File: src/rtl/usb_phy_tx_pkg.sv
// Shared types and constants for the full-speed USB serial transmitter.
// Optional abort support is selected with USB_TX_ABORT_EN.
package usb_phy_tx_pkg;

    typedef enum logic [1:0] {
        LS_SE0 = 2'b00,
        LS_K   = 2'b01,
        LS_J   = 2'b10
    } line_state_e;

    localparam logic [1:0] LINE_J   = 2'b10;
    localparam logic [1:0] LINE_K   = 2'b01;
    localparam logic [1:0] LINE_SE0 = 2'b00;

    localparam logic [7:0] SYNC_PATTERN = 8'h80;
    localparam int         STUFF_LEN    = 6;

    localparam logic [2:0] ST_IDLE    = 3'd0;
    localparam logic [2:0] ST_SYNC    = 3'd1;
    localparam logic [2:0] ST_DATA    = 3'd2;
    localparam logic [2:0] ST_EOP_SE0 = 3'd3;
    localparam logic [2:0] ST_EOP_J   = 3'd4;
    localparam logic [2:0] ST_ABORT   = 3'd5;

endpackage

File: src/rtl/usb_phy_tx_if.sv
// Packet-byte stream plus line drive signals of the USB transmitter.
// The tx_abort signal exists only when USB_TX_ABORT_EN is defined.
interface usb_phy_tx_if;

    logic [7:0] tx_data;
    logic       tx_valid;
    logic       tx_last;
    logic       tx_ready;
    logic       tx_busy;
    logic       tx_underrun;
    logic       dp_tx;
    logic       dn_tx;
    logic       tx_oen;
`ifdef USB_TX_ABORT_EN
    logic       tx_abort;

    modport master (
        output tx_data, tx_valid, tx_last, tx_abort,
        input  tx_ready, tx_busy, tx_underrun, dp_tx, dn_tx, tx_oen
    );

    modport slave (
        input  tx_data, tx_valid, tx_last, tx_abort,
        output tx_ready, tx_busy, tx_underrun, dp_tx, dn_tx, tx_oen
    );
`else
    modport master (
        output tx_data, tx_valid, tx_last,
        input  tx_ready, tx_busy, tx_underrun, dp_tx, dn_tx, tx_oen
    );

    modport slave (
        input  tx_data, tx_valid, tx_last,
        output tx_ready, tx_busy, tx_underrun, dp_tx, dn_tx, tx_oen
    );
`endif

endinterface

File: src/rtl/usb_phy_tx_nrzi.sv
// NRZI line encoder: on each bit strobe registers the next D+/D- value.
// Raw 0 toggles J/K, raw 1 holds; SE0 and forced J override the data path.
module usb_tx_nrzi
    import usb_phy_tx_pkg::*;
(
    input  logic clk,
    input  logic rst_n,
    input  logic i_stb,
    input  logic i_bit,
    input  logic i_se0,
    input  logic i_force_j,
    output logic o_dp,
    output logic o_dn
);

    line_state_e r_line;
    logic        r_lvl_k;
    logic        w_next_k;

    // SE0 leaves the differential level untouched so data could resume from it.
    assign w_next_k = i_bit ? r_lvl_k : ~r_lvl_k;

    always_ff @(posedge clk) begin
        if (!rst_n) begin
            r_line  <= LS_J;
            r_lvl_k <= 1'b0;
        end else if (i_stb) begin
            if (i_force_j) begin
                r_line  <= LS_J;
                r_lvl_k <= 1'b0;
            end else if (i_se0) begin
                r_line  <= LS_SE0;
            end else begin
                r_lvl_k <= w_next_k;
                r_line  <= w_next_k ? LS_K : LS_J;
            end
        end
    end

    assign o_dp = r_line[1];
    assign o_dn = r_line[0];

endmodule

File: src/rtl/usb_phy_tx.sv
// Full-speed USB transmitter: SYNC, LSB-first bit-stuffed NRZI data, EOP.
// Defining USB_TX_ABORT_EN adds tx_abort (forced stuff error, then EOP).
module usb_phy_tx
    import usb_phy_tx_pkg::*;
#(
    parameter int CLK_PER_BIT = 4
)
(
    input  logic        clk,
    input  logic        rst_n,
    usb_phy_tx_if.slave tx
);

    localparam int            CW       = (CLK_PER_BIT > 1) ? $clog2(CLK_PER_BIT) : 1;
    localparam logic [CW-1:0] BIT_LAST = CW'(CLK_PER_BIT - 1);

    logic [2:0]    r_state;
    logic [CW-1:0] r_bit_cnt;
    logic [2:0]    r_bit_idx;
    logic [7:0]    r_shift;
    logic          r_last;
    logic [2:0]    r_ones;

    logic       w_bit_end;
    logic       w_in_frame;
    logic       w_need_stuff;
    logic       w_byte_done;
    logic       w_abort;
    logic       w_load;
    logic       w_take;
    logic [2:0] w_idx_nxt;
    logic       w_stb;
    logic       w_bit;
    logic       w_se0;
    logic       w_force_j;

    assign w_bit_end    = (r_bit_cnt == BIT_LAST);
    assign w_in_frame   = (r_state == ST_SYNC) || (r_state == ST_DATA);
    assign w_need_stuff = (r_state == ST_DATA) && (r_ones == 3'(STUFF_LEN));
    assign w_byte_done  = (r_bit_idx == 3'd7) && !w_need_stuff;
    assign w_idx_nxt    = r_bit_idx + 3'd1;

    // Load slot: final clock of the SYNC byte or of a non-final data byte.
    assign w_load = w_bit_end && w_byte_done && !w_abort &&
                    ((r_state == ST_SYNC) || ((r_state == ST_DATA) && !r_last));
    assign w_take = w_load && tx.tx_valid;

    assign tx.tx_ready    = w_take;
    assign tx.tx_underrun = w_load && !tx.tx_valid;
    assign tx.tx_oen      = (r_state != ST_IDLE);
    assign tx.tx_busy     = (r_state != ST_IDLE);

`ifdef USB_TX_ABORT_EN
    logic r_abort_req;

    assign w_abort = w_in_frame && (r_abort_req || tx.tx_abort);

    always_ff @(posedge clk) begin
        if (!rst_n) begin
            r_abort_req <= 1'b0;
        end else begin
            r_abort_req <= w_abort;
        end
    end
`else
    assign w_abort = 1'b0;
`endif

    // Decide what the next bit period carries; applied at the edge that starts it.
    always_comb begin
        w_stb     = 1'b0;
        w_bit     = 1'b1;
        w_se0     = 1'b0;
        w_force_j = 1'b0;
        case (r_state)
            ST_IDLE: begin
                w_stb = tx.tx_valid;
                w_bit = SYNC_PATTERN[0];
            end
            ST_SYNC, ST_DATA: begin
                w_stb = w_bit_end;
                if (w_abort) begin
                    w_bit = 1'b1;
                end else if (w_need_stuff) begin
                    w_bit = 1'b0;
                end else if (!w_byte_done) begin
                    w_bit = (r_state == ST_SYNC) ? SYNC_PATTERN[w_idx_nxt] : r_shift[w_idx_nxt];
                end else if (w_take) begin
                    w_bit = tx.tx_data[0];
                end else begin
                    w_se0 = 1'b1;
                end
            end
            ST_EOP_SE0: begin
                w_stb     = w_bit_end && (r_bit_idx == 3'd1);
                w_force_j = 1'b1;
            end
            ST_ABORT: begin
                w_stb = w_bit_end;
                w_se0 = (r_bit_idx == 3'd6);
            end
            default: begin
            end
        endcase
    end

    always_ff @(posedge clk) begin
        if (!rst_n) begin
            r_state   <= ST_IDLE;
            r_bit_cnt <= '0;
            r_bit_idx <= 3'd0;
            r_shift   <= 8'd0;
            r_last    <= 1'b0;
            r_ones    <= 3'd0;
        end else begin
            r_bit_cnt <= ((r_state == ST_IDLE) || w_bit_end) ? '0 : r_bit_cnt + CW'(1);

            // The ones run covers SYNC too, so its closing 1 counts toward stuffing.
            if (w_stb && !w_se0 && !w_abort && ((r_state == ST_IDLE) || w_in_frame)) begin
                r_ones <= w_bit ? r_ones + 3'd1 : 3'd0;
            end

            case (r_state)
                ST_IDLE: begin
                    if (tx.tx_valid) begin
                        r_state   <= ST_SYNC;
                        r_bit_idx <= 3'd0;
                    end
                end
                ST_SYNC, ST_DATA: begin
                    if (w_bit_end) begin
                        if (w_abort) begin
                            r_state   <= ST_ABORT;
                            r_bit_idx <= 3'd0;
                        end else if (w_need_stuff) begin
                            r_bit_idx <= r_bit_idx;
                        end else if (!w_byte_done) begin
                            r_bit_idx <= w_idx_nxt;
                        end else if (w_take) begin
                            r_state   <= ST_DATA;
                            r_shift   <= tx.tx_data;
                            r_last    <= tx.tx_last;
                            r_bit_idx <= 3'd0;
                        end else begin
                            r_state   <= ST_EOP_SE0;
                            r_bit_idx <= 3'd0;
                        end
                    end
                end
                ST_EOP_SE0: begin
                    if (w_bit_end) begin
                        if (r_bit_idx == 3'd1) begin
                            r_state <= ST_EOP_J;
                        end else begin
                            r_bit_idx <= w_idx_nxt;
                        end
                    end
                end
                ST_EOP_J: begin
                    if (w_bit_end) begin
                        r_state <= ST_IDLE;
                    end
                end
                ST_ABORT: begin
                    if (w_bit_end) begin
                        if (r_bit_idx == 3'd6) begin
                            r_state   <= ST_EOP_SE0;
                            r_bit_idx <= 3'd0;
                        end else begin
                            r_bit_idx <= w_idx_nxt;
                        end
                    end
                end
                default: begin
                    r_state <= ST_IDLE;
                end
            endcase
        end
    end

    usb_tx_nrzi u_nrzi (
        .clk       (clk),
        .rst_n     (rst_n),
        .i_stb     (w_stb),
        .i_bit     (w_bit),
        .i_se0     (w_se0),
        .i_force_j (w_force_j),
        .o_dp      (tx.dp_tx),
        .o_dn      (tx.dn_tx)
    );

endmodule

File: src/flat_wrapper.sv
// flat-port wrapper written by rule: the top's interface ports become plain ports
module usb_phy_tx_flat import usb_phy_tx_pkg::*;
#(
    parameter int CLK_PER_BIT = 4
)
  (clk, rst_n, tx_tx_data, tx_tx_valid, tx_tx_last, tx_tx_ready, tx_tx_busy, tx_tx_underrun, tx_dp_tx, tx_dn_tx, tx_tx_oen);
  usb_phy_tx_if tx_i ();
  input  logic clk;
  input  logic rst_n;
  input wire logic [$bits(tx_i.tx_data)-1:0] tx_tx_data;
  input wire logic [$bits(tx_i.tx_valid)-1:0] tx_tx_valid;
  input wire logic [$bits(tx_i.tx_last)-1:0] tx_tx_last;
  output wire logic [$bits(tx_i.tx_ready)-1:0] tx_tx_ready;
  output wire logic [$bits(tx_i.tx_busy)-1:0] tx_tx_busy;
  output wire logic [$bits(tx_i.tx_underrun)-1:0] tx_tx_underrun;
  output wire logic [$bits(tx_i.dp_tx)-1:0] tx_dp_tx;
  output wire logic [$bits(tx_i.dn_tx)-1:0] tx_dn_tx;
  output wire logic [$bits(tx_i.tx_oen)-1:0] tx_tx_oen;
  assign tx_i.tx_data = tx_tx_data;
  assign tx_i.tx_valid = tx_tx_valid;
  assign tx_i.tx_last = tx_tx_last;
  assign tx_tx_ready = tx_i.tx_ready;
  assign tx_tx_busy = tx_i.tx_busy;
  assign tx_tx_underrun = tx_i.tx_underrun;
  assign tx_dp_tx = tx_i.dp_tx;
  assign tx_dn_tx = tx_i.dn_tx;
  assign tx_tx_oen = tx_i.tx_oen;
  usb_phy_tx #(.CLK_PER_BIT(CLK_PER_BIT)) u_core (.clk(clk), .rst_n(rst_n), .tx(tx_i));
endmodule
File: config.mk
export PLATFORM = sky130hd
export DESIGN_NAME = usb_phy_tx_flat
export DESIGN_NICKNAME = d
export VERILOG_FILES = /design/src/rtl/usb_phy_tx_pkg.sv /design/src/rtl/usb_phy_tx_if.sv /design/src/rtl/usb_phy_tx_nrzi.sv /design/src/rtl/usb_phy_tx.sv /design/src/flat_wrapper.sv
export SDC_FILE = /design/constraint.sdc
export NUM_CORES = 1
export LEC_CHECK = 0
export ABC_AREA = 1
export CAP_MARGIN = 20
export CORE_AREA = 2 2 53 55
export DETAILED_ROUTE_END_ITERATION = 10
export DIE_AREA = 0 0 55 57
export PLACE_DENSITY = 0.77
export SYNTH_ARGS = -nofsm -noshare
export SYNTH_HDL_FRONTEND = slang
export SYNTH_SLANG_ARGS = --single-unit
File: constraint.sdc
create_clock -name clk -period 5.6 [get_ports clk]
set_clock_uncertainty 0.15 [all_clocks]
set_input_delay 0.56 -clock clk [delete_from_list [all_inputs] [get_ports clk]]
set_output_delay 0.56 -clock clk [all_outputs]
set_load 0.02 [all_outputs]
**Signal wires by layer**

Scale: 8 px per um. Only two layers are drawn.
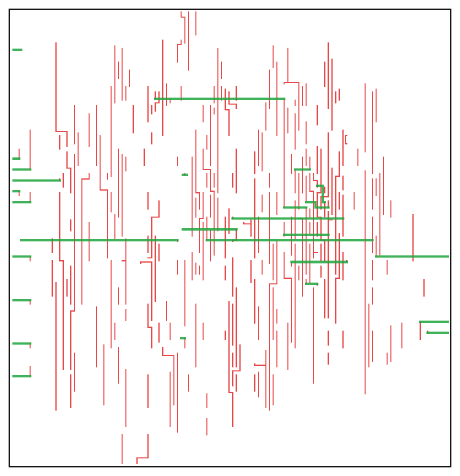
layer	colour	wire length
metal 3	green	138 um
metal 2	red	1190 um
via count: 1279
Tot GR Track Use: 19.0%
detailed-route wire length per cell: 10.6 um

**Wires at chosen ports, followed through buffers**

Scale: 4 px per um.
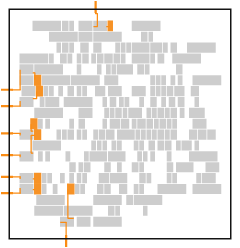
port	colour	bits	direction	end cells	buffers	wire
tx_tx_data	orange	8	input	8	8	54.3 um

==> results.sh <==
# yosys + openroad results
export IMPL_cp_end_kind="output pin"
export IMPL_ys_seq_share_pct=34.2
export IMPL_die_width_um=55
export IMPL_wl_mm=2.66
export IMPL_ys_ff=23
export IMPL_fp_utilization_pct=51.5
export IMPL_pg_comb_w=0.000278
export IMPL_ff_count=23
export IMPL_dominant_cells="combinational gates"
export IMPL_syn_area_um2=1350
export IMPL_p_clk_share_pct=13.8
export IMPL_switching_share_pct=44.0
export IMPL_setup_viol_count_final=0
export IMPL_ff_latch_area_um2=460
export IMPL_ir_drop_v=0.000230
export IMPL_crit_type="flip-flop to output pin"
export IMPL_finalNetCount=241
export IMPL_internal_power_w=0.000316
export IMPL_io_pin_count=18
export IMPL_rows=19
export IMPL_bufAreaShareNonClock_pct=10.9
export IMPL_ys_sh_adder_pct=6.51
export IMPL_cp_depth=10
export IMPL_synth_simple_area_share_pct=39.2
export IMPL_fp_dieH_um=57
export IMPL_fillers=238
export IMPL_yosys_stat_cells=203
export IMPL_grt_pass1_wl_mm=4.50
export IMPL_nWellTaps=31
export IMPL_syn_area_per_cell_um2=6.63
export IMPL_clock_cell_area_share_pct=1.76
export IMPL_clk_pin_slew_ps=130
export IMPL_ys_sh_xor_pct=0.651
export IMPL_dp_cells=248
export IMPL_clk_latency_ps=320
export IMPL_antennaDiodeCount=0
export IMPL_top_area_share_pct=34.2
export IMPL_maxSlewHeadroom_pct=69.2
export IMPL_lay_top_cells="nand2_1, nor2_1, inv_1"
export IMPL_placed_area_um2=1540
export IMPL_hold_ws_ps=284
export IMPL_n_all_inverters=28
export IMPL_crit_chain="inv_1, ha_1, nand2_1, inv_1, nand3_1, nand3_2, nor2_2, nand2_1, inv_2, clkdlybuf4s50_1"
export IMPL_clock_sinks=23
export IMPL_outcome="finished clean"
export IMPL_p_sw_w=0.000248
export IMPL_comb_share_pct=48.8
export IMPL_area_leaders="dfxtp_1, nand2_1, nor2_1, nand3_1, inv_1"
export IMPL_stdcell_area_um2=1570
export IMPL_period_needed_ps=3220
export IMPL_tool_warnings=29
export IMPL_report_final_slew_viol_count=0
export IMPL_hold_viol=0
export IMPL_overflow=0
export IMPL_cts_made_buffers=3
export IMPL_chip_area_um2=3140
export IMPL_seq_share_pct=29.4
export IMPL_synth_top_cell_by_area="dfxtp_1"
export IMPL_synth_warning_count=0
export IMPL_flop_cell="dfxtp_1"
export IMPL_clock_path_buffers=2
export IMPL_cts_setup_buffers=0
export IMPL_slowest_stage="clkdlybuf4s50_1"
export IMPL_ys_sh_mux_pct=0
-- per-layer routing --
metal | part of all wire [%] | GRT usage, % | up-vias
li1 | - | - | 680
met1 | 48 | 27.1 | 557
met2 | 45 | 29.4 | 37
met3 | 5.2 | 2.36 | 5
met4 | 1.7 | 6.27 | 0
met5 | 0 | 0 | -
-- flip-flops by register name (all words and copies together), names as in the netlist --
| signal | cells |
|---|---|
| u_core.r_bit_cnt | 2 |
| u_core.r_bit_idx | 3 |
| u_core.r_last | 1 |
| u_core.r_ones | 3 |
| u_core.r_shift | 8 |
| u_core.r_state | 3 |
| u_core.u_nrzi.r_line | 2 |
| u_core.u_nrzi.r_lvl_k | 1 |
